$ cat config.mk
export PLATFORM = sky130hd
export DESIGN_NAME = arb2_mux
export DESIGN_NICKNAME = d
export VERILOG_FILES = /design/src/rtl/arb2_mux.sv
export SDC_FILE = /design/constraint.sdc
export NUM_CORES = 1
export LEC_CHECK = 0
export CELL_PAD_IN_SITES_DETAIL_PLACEMENT = 1
export CELL_PAD_IN_SITES_GLOBAL_PLACEMENT = 1
export CORE_AREA = 5 5 50 56
export DETAILED_ROUTE_END_ITERATION = 8
export DIE_AREA = 0 0 55 61
export PLACE_DENSITY = 0.89
export SYNTH_ARGS = -nofsm -noshare
export SYNTH_HDL_FRONTEND = slang
export SYNTH_SLANG_ARGS = --single-unit
$ cat constraint.sdc
create_clock -name CLK -period 1.8 [get_ports CLK]
set_clock_uncertainty 0.05 [all_clocks]
set_input_delay 0.36 -clock CLK [delete_from_list [all_inputs] [get_ports CLK]]
set_output_delay 0.36 -clock CLK [all_outputs]
set_load 0.005 [all_outputs]
$ cat src/rtl/arb2_mux.sv
// Two-input round-robin arbitrated mux with valid/ready inputs and a single-entry output register.
// Optional packet locking (last-beat aware) is enabled with `define ARB2_MUX_LAST_LOCK_EN.
module arb2_mux #(
  parameter int WIDTH = 8
) (
  input  logic             CLK,
  input  logic             RESETN,
  input  logic [WIDTH-1:0] I0,
  input  logic             I0_valid,
  output logic             I0_ready,
  input  logic [WIDTH-1:0] I1,
  input  logic             I1_valid,
  output logic             I1_ready,
  output logic [WIDTH-1:0] O,
  output logic             O_valid,
  input  logic             O_ready,
  output logic             S
`ifdef ARB2_MUX_LAST_LOCK_EN
  ,
  input  logic             I0_last,
  input  logic             I1_last,
  output logic             O_last
`endif
);

  logic [WIDTH-1:0] o_q, o_d;
  logic             o_valid_q, o_valid_d;
  logic             s_q, s_d;
  logic             prio_q, prio_d;

  logic             pipe_ready;
  logic             grant_any;
  logic             grant_idx;
  logic             xfer;

`ifdef ARB2_MUX_LAST_LOCK_EN
  logic             last_q, last_d;
  logic             lock_valid_q, lock_valid_d;
  logic             lock_idx_q, lock_idx_d;
  logic             xfer_last;
`endif

  always_comb begin
    pipe_ready = !o_valid_q || O_ready;
    grant_any  = I0_valid || I1_valid;
    grant_idx  = (I0_valid && I1_valid) ? prio_q : I1_valid;
`ifdef ARB2_MUX_LAST_LOCK_EN
    // A held lock overrides arbitration, even while the owner is not valid.
    if (lock_valid_q) begin
      grant_any = 1'b1;
      grant_idx = lock_idx_q;
    end
`endif
    I0_ready = pipe_ready && grant_any && !grant_idx;
    I1_ready = pipe_ready && grant_any &&  grant_idx;
    xfer     = (I0_valid && I0_ready) || (I1_valid && I1_ready);

    o_d       = o_q;
    o_valid_d = o_valid_q;
    s_d       = s_q;
    prio_d    = prio_q;
`ifdef ARB2_MUX_LAST_LOCK_EN
    last_d       = last_q;
    lock_valid_d = lock_valid_q;
    lock_idx_d   = lock_idx_q;
    xfer_last    = grant_idx ? I1_last : I0_last;
`endif

    if (xfer) begin
      o_d       = grant_idx ? I1 : I0;
      s_d       = grant_idx;
      o_valid_d = 1'b1;
      prio_d    = ~grant_idx;
`ifdef ARB2_MUX_LAST_LOCK_EN
      // Only the lock owner can transfer while locked, so last alone decides the lock.
      last_d       = xfer_last;
      lock_valid_d = !xfer_last;
      lock_idx_d   = grant_idx;
`endif
    end else if (O_ready) begin
      o_valid_d = 1'b0;
    end
  end

  always_ff @(posedge CLK) begin
    if (!RESETN) begin
      o_q       <= '0;
      o_valid_q <= 1'b0;
      s_q       <= 1'b0;
      prio_q    <= 1'b0;
`ifdef ARB2_MUX_LAST_LOCK_EN
      last_q       <= 1'b0;
      lock_valid_q <= 1'b0;
      lock_idx_q   <= 1'b0;
`endif
    end else begin
      o_q       <= o_d;
      o_valid_q <= o_valid_d;
      s_q       <= s_d;
      prio_q    <= prio_d;
`ifdef ARB2_MUX_LAST_LOCK_EN
      last_q       <= last_d;
      lock_valid_q <= lock_valid_d;
      lock_idx_q   <= lock_idx_d;
`endif
    end
  end

  assign O       = o_q;
  assign O_valid = o_valid_q;
  assign S       = s_q;
`ifdef ARB2_MUX_LAST_LOCK_EN
  assign O_last  = last_q;
`endif

endmodule

Fig. 1: run 1, PDN straps and rails
Scale: 6 px per um. Pins as bars on the die edge.
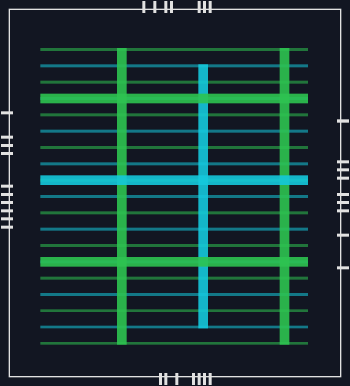
VDD: drawn in cyan. VSS: drawn in green.
33 signal pins sit on the boundary. The core has 18 rows. 3 straps on met5. 3 straps on met4.

Fig. 2: run 1, cell classes on the final placement
Scale: 4 px per um. Fill, decap, tap and diode cells in gray.
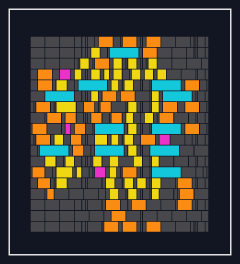
sequential cells: drawn in cyan, cells 11, share of their area 24%. clock drivers and dummy loads: drawn in magenta, cells 4, share of their area 2.9%. combinational and other logic: drawn in yellow, cells 45, share of their area 31%. remaining buffers and delay cells: drawn in orange, cells 40, share of their area 41%.

==> impl_metrics.csv, run 1 <==
group,metric,value,unit
worst_setup_path,crit_arrival,1310,ps
worst_setup_path,crit_cells,4,
final_layout,seq_share,0.234,
timing,setup_viol,0,
cts,path_clk_slew,70,ps
timing,hold_viol_final,0,
logic_synthesis,ys_top_logic_family,"simple AND/OR/NAND/NOR gates",
worst_setup_path,critPathKind,"in2out",
worst_setup_path,worstPathRequired,1390,ps
final_layout,nonClockBufferCount,40,
die,dieWidth,55,um
final_layout,flop_area,220,um2
pwr,power.share.switching,0.276,
cts,clockBufferDepth,2,
final_layout,final_core_util,0.430,
die,initial_core_util,0.245,
timing,rsz0062_at_grt,"no",
global_route,grt.busiest_layer,"met2",
worst_setup_path,critPathLaunch,"O_ready",
detailed_routing,wl_met1,853,um
final_layout,largest_register_ffs,8,
final_layout,final_cells,130,
detailed_routing,avgRoutedWirePerCell,16.0,um
logic_synthesis,flop_cell,"dfxtp_1",
final_layout,clockBufferCount,4,
run,max_cap_violations,0,
placement,gp_congestion,0.718,
detailed_routing,drc_errors,0,
final_layout,nets,122,
die,io_pins,33,
final_layout,fill_cells,270,
cts,cts_tree,"built",
die,coreArea,2180,um2
logic_synthesis,aoi_share,0.232,
pwr,leakagePower,0.342,nW
logic_synthesis,yosysCellCount,61,
final_layout,lay_top_cells,"28 x clkdlybuf4s50_1, 16 x nand4_1, 11 x dfxtp_1",
timing,tightest_slew,276,ps
cts,post-cts-setup-buffers,0,
timing,setup_tns,0,ps
timing,relSlewSlack,0.815,
hold_path,hold_end,"O[0]$_SDFFE_PN0P_",
pwr,power.density,666,nW/um2
logic_synthesis,synth-edff-count,0,
cts,cts-htree-levels,1,
worst_setup_path,r2r-start,"O_valid$_SDFFE_PN0P_",
detailed_routing,via_per_inst,5.21,
detailed_routing,route.met3.wl,140,um
timing,fin_ws,76.0,ps
cts,root_buffer,"clkbuf_4",
worst_setup_path,critPathMaxStageDelay,470,ps
pwr,p_seq,0.274,mW
final_layout,ff_count,11,
global_route,met1_usage,0.162,
pwr,power_top_consumer,"sequential cells",
logic_synthesis,ys_area,534,um2
logic_synthesis,syn_inst,61,
final_layout,mostFrequentLayoutCell,"clkdlybuf4s50_1",
final_layout,final-comb-area,279,um2
global_route,met2_usage,0.225,
logic_synthesis,yosysSeqAreaShare,0.412,
logic_synthesis,simple_gate_area_frac,0.290,
pwr,p_int,0.453,mW
pwr,p_comb,0.171,mW
logic_synthesis,topCellsByArea,"dfxtp_1 41%, nand4_1 19%, a31oi_1 9.4%",
die,rows,18,
logic_synthesis,synthAdderAreaFrac,0,
detailed_routing,wl_met2,1.04,mm
timing,fin_crit_sh,0.958,
detailed_routing,routed_wirelength,2.08,mm
hold_path,hold_path.startpoint,"O[0]$_SDFFE_PN0P_",
detailed_routing,num_vias,677,
placement,port_buffers,32,
detailed_routing,antenna_left,0,
logic_synthesis,synthMuxAreaShare,0,
logic_synthesis,post-synth-top-count-cell,"nand4_1",
final_layout,drive_gt1_frac,0.150,
timing,fin_crit,1720,ps
worst_setup_path,start_kind,"primary input",
placement,place_area,921,um2
timing,hold_ws,442,ps
die,die_h,61,um
run,log.warning_count,26,
final_layout,buffer_area_frac,0.397,
final_layout,logic_gate_count,44,
final_layout,comb_share,0.297,
logic_synthesis,yosys_warnings,0,
run_status,status,"finished clean",
final_layout,non_clock_inverter_count,1,
Fig. 3: run 1, clock distribution
Scale: 10 px per um.
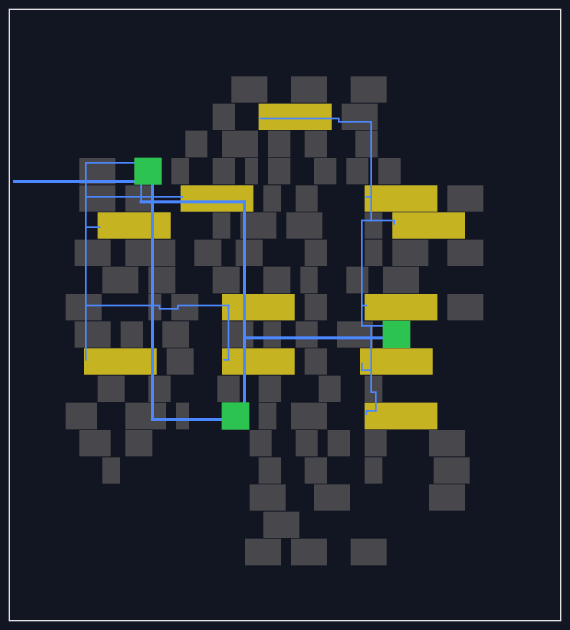
flip-flops: drawn in yellow, count 11. clock drivers: drawn in green, count 3. clock wires: drawn in blue, length 205 um.
There are 4 routed clock nets.
clock latency on the worst-skew pair: 280 ps
clk pwr: 0.180 mW
Clock Power Share: 0.288

Fig. 4: run 1, placed standard cells
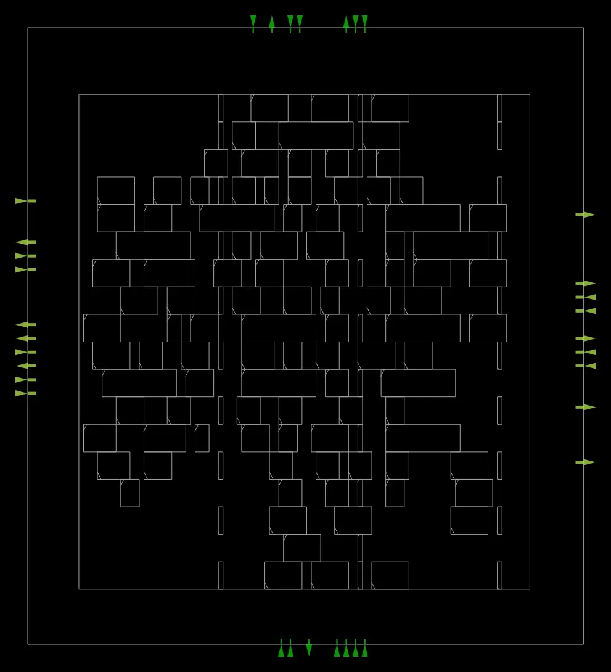

==> run 1 -> run 2 <==
- SETUP_SLACK_MARGIN: unset -> 0.1
Fig. 5: run 2, placed standard cells
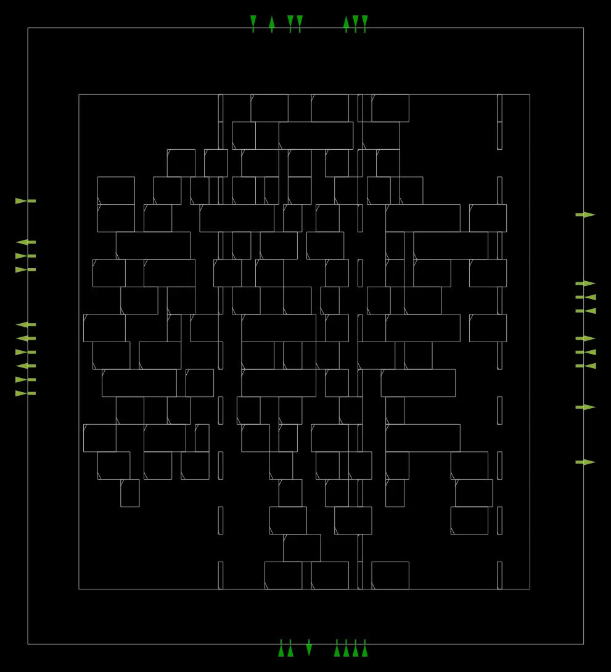
num rows: 18
final core occ: 0.436

==> impl_metrics.csv, run 2 <==
group,metric,value,unit
final_layout,seq_share,0.231,
detailed_routing,route.met3.wl,140,um
final_layout,lay_top_cells,"27 x clkdlybuf4s50_1, 16 x nand4_1, 11 x dfxtp_1",
timing,setup_tns,0,ps
detailed_routing,wl_met2,1.07,mm
final_layout,flop_area,220,um2
die,io_pins,33,
pwr,powerClk,0.180,mW
logic_synthesis,flop_cell,"dfxtp_1",
logic_synthesis,synth-edff-count,0,
logic_synthesis,aoi_share,0.232,
logic_synthesis,topCellsByArea,"dfxtp_1 41%, nand4_1 19%, a31oi_1 9.4%",
pwr,power.density,661,nW/um2
die,die_h,61,um
worst_setup_path,crit_cells,1,
final_layout,nonClockBufferCount,41,
cts,post-cts-setup-buffers,1,
global_route,met1_usage,0.163,
pwr,p_seq,0.274,mW
timing,relSlewSlack,0.813,
timing,rsz0062_at_grt,"no",
timing,setup_viol,0,
pwr,p_int,0.455,mW
timing,hold_ws,442,ps
cts,cts_tree,"built",
worst_setup_path,crit_arrival,1210,ps
cts,cts-htree-levels,1,
pwr,leakagePower,0.348,nW
hold_path,hold_end,"O[0]$_SDFFE_PN0P_",
cts,path_clk_slew,70,ps
final_layout,drive_gt1_frac,0.178,
logic_synthesis,synthAdderAreaFrac,0,
worst_setup_path,worstPathRequired,1390,ps
placement,pre_cts_ws,-268,ps
placement,port_buffers,32,
worst_setup_path,start_kind,"flop",
final_layout,mostFrequentLayoutCell,"clkdlybuf4s50_1",
logic_synthesis,top_area_frac,0.412,
die,dieWidth,55,um
logic_synthesis,yosys_warnings,0,
final_layout,logic_gate_count,44,
pwr,power_top_consumer,"sequential cells",
run_status,status,"finished clean",
final_layout,comb_share,0.298,
worst_setup_path,worstPathCellList,"clkdlybuf4s50_1",
final_layout,final-comb-area,284,um2
logic_synthesis,simple_gate_area_frac,0.290,
global_route,met2_usage,0.233,
final_layout,largest_register_ffs,8,
cts,clockBufferDepth,2,
timing,hold_viol_final,0,
cts,insertion_delay,280,ps
logic_synthesis,ys_top_logic_family,"simple AND/OR/NAND/NOR gates",
worst_setup_path,r2r-start,"O_valid$_SDFFE_PN0P_",
run,max_cap_violations,0,
final_layout,nets,123,
detailed_routing,routed_wirelength,2.12,mm
placement,place_area,921,um2
final_layout,final_cells,131,
detailed_routing,drc_errors,0,
pwr,p_comb,0.175,mW
cts,root_buffer,"clkbuf_4",
timing,tightest_slew,279,ps
worst_setup_path,critPathMaxStageDelay,530,ps
final_layout,fill_cells,268,
logic_synthesis,post-synth-top-count-cell,"nand4_1",
logic_synthesis,syn_inst,61,
detailed_routing,num_vias,683,
final_layout,ff_count,11,
detailed_routing,avgRoutedWirePerCell,16.2,um
final_layout,clockBufferCount,4,
final_layout,non_clock_inverter_count,1,
timing,fin_ws,183,ps
logic_synthesis,ys_area,534,um2
run,log.warning_count,26,
pwr,power.share.switching,0.276,
final_layout,buffer_area_frac,0.399,
worst_setup_path,r2r-end,"S$_SDFFE_PN0P_",
logic_synthesis,synthMuxAreaShare,0,
pwr,power.share.clock,0.287,
timing,fin_crit,1620,ps
worst_setup_path,critPathKind,"reg2out",
hold_path,hold_path.startpoint,"O[0]$_SDFFE_PN0P_",
logic_synthesis,yosysSeqAreaShare,0.412,
timing,fin_crit_sh,0.898,
logic_synthesis,yosysCellCount,61,
worst_setup_path,critPathLaunch,"O_valid$_SDFFE_PN0P_",
Fig. 6: run 2, cell classes on the final placement
Scale: 4 px per um. Fill, decap, tap and diode cells in gray.
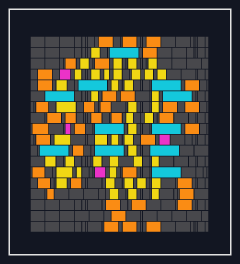
clock drivers and dummy loads: drawn in magenta, cells 4, share of their area 2.9%. combinational and other logic: drawn in yellow, cells 45, share of their area 31%. remaining buffers and delay cells: drawn in orange, cells 41, share of their area 42%. sequential cells: drawn in cyan, cells 11, share of their area 24%.
core area: 2180 um2
post-route cell area: 952 um2

Fig. 7: run 2, PDN straps and rails
Scale: 6 px per um. Pins as bars on the die edge.
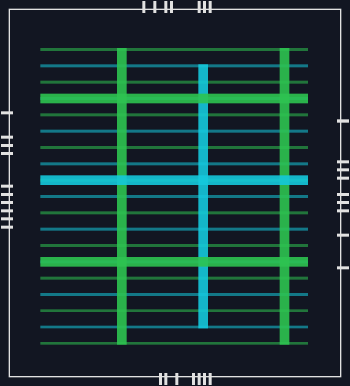

==> run 2 -> run 3 <==
- CORE_AREA: 5 5 50 56 -> 4 4 49 55
- DIE_AREA: 0 0 55 61 -> 0 0 53 59
Fig. 8: run 3, PDN straps and rails
Scale: 6 px per um. Pins as bars on the die edge.
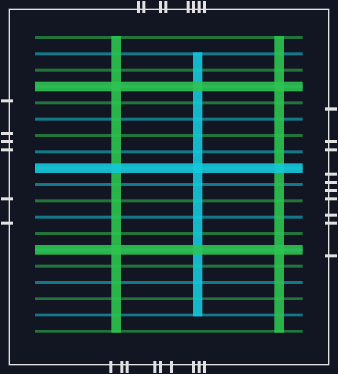
VDD: drawn in cyan. VSS: drawn in green.
3 straps on met5. 19 met1 rails follow the rows.
DIE WIDTH: 53 um
Die H: 59 um
maximum VDD drop: 0.000486 V

==> impl_metrics.csv, run 3 <==
group,metric,value,unit
final_layout,buffer_area_frac,0.406,
cts,post-cts-setup-buffers,2,
timing,setup_viol,0,
placement,gp_congestion,0.759,
logic_synthesis,post-synth-top-count-cell,"nand4_1",
final_layout,largest_register_ffs,8,
die,coreArea,2180,um2
final_layout,fill_cells,273,
final_layout,mostFrequentLayoutCell,"clkdlybuf4s50_1",
worst_setup_path,crit_cells,4,
detailed_routing,route.met3.wl,137,um
detailed_routing,drc_errors,0,
worst_setup_path,crit_arrival,1260,ps
cts,clockBufferDepth,2,
final_layout,seq_share,0.229,
run_status,status,"finished clean",
timing,setup_tns,0,ps
global_route,met2_usage,0.264,
logic_synthesis,yosysSeqAreaShare,0.412,
final_layout,final_cells,133,
final_layout,drive_gt1_frac,0.194,
hold_path,hold_end,"O[0]$_SDFFE_PN0P_",
cts,cts-htree-levels,1,
timing,rsz0062_at_grt,"no",
final_layout,final-comb-area,284,um2
pwr,power_top_consumer,"sequential cells",
timing,tightest_slew,290,ps
pwr,leakagePower,0.356,nW
worst_setup_path,start_kind,"primary input",
logic_synthesis,syn_inst,61,
worst_setup_path,critPathMaxStageDelay,470,ps
final_layout,nonClockBufferCount,43,
final_layout,fin_area,962,um2
timing,hold_viol_final,0,
cts,insertion_delay,270,ps
final_layout,final_core_util,0.440,
final_layout,lay_top_cells,"28 x clkdlybuf4s50_1, 16 x nand4_1, 11 x dfxtp_1, 11 x buf_4",
die,io_pins,33,
worst_setup_path,critPathLaunch,"O_ready",
timing,fin_crit_sh,0.929,
pwr,power.density,648,nW/um2
final_layout,clockBufferCount,4,
logic_synthesis,aoi_share,0.232,
final_layout,non_clock_inverter_count,1,
logic_synthesis,synth-edff-count,0,
cts,cts_tree,"built",
final_layout,nets,125,
pwr,p_comb,0.179,mW
Fig. 9: run 3, metal layers overlaid
Scale: 6 px per um. Only two layers are drawn.
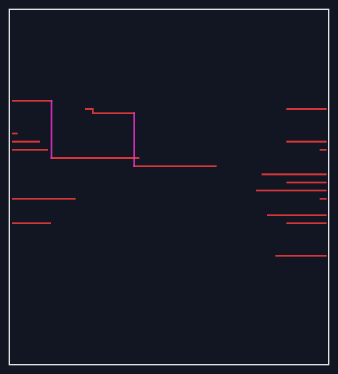
metal 3: drawn in red, wire length 138 um. metal 4: drawn in magenta, wire length 18.4 um.
via count: 678
Wirelength per Cell: 15.3 um
total track usage: 0.145

No activity file was given, so power comes from the tool's default toggle rates.
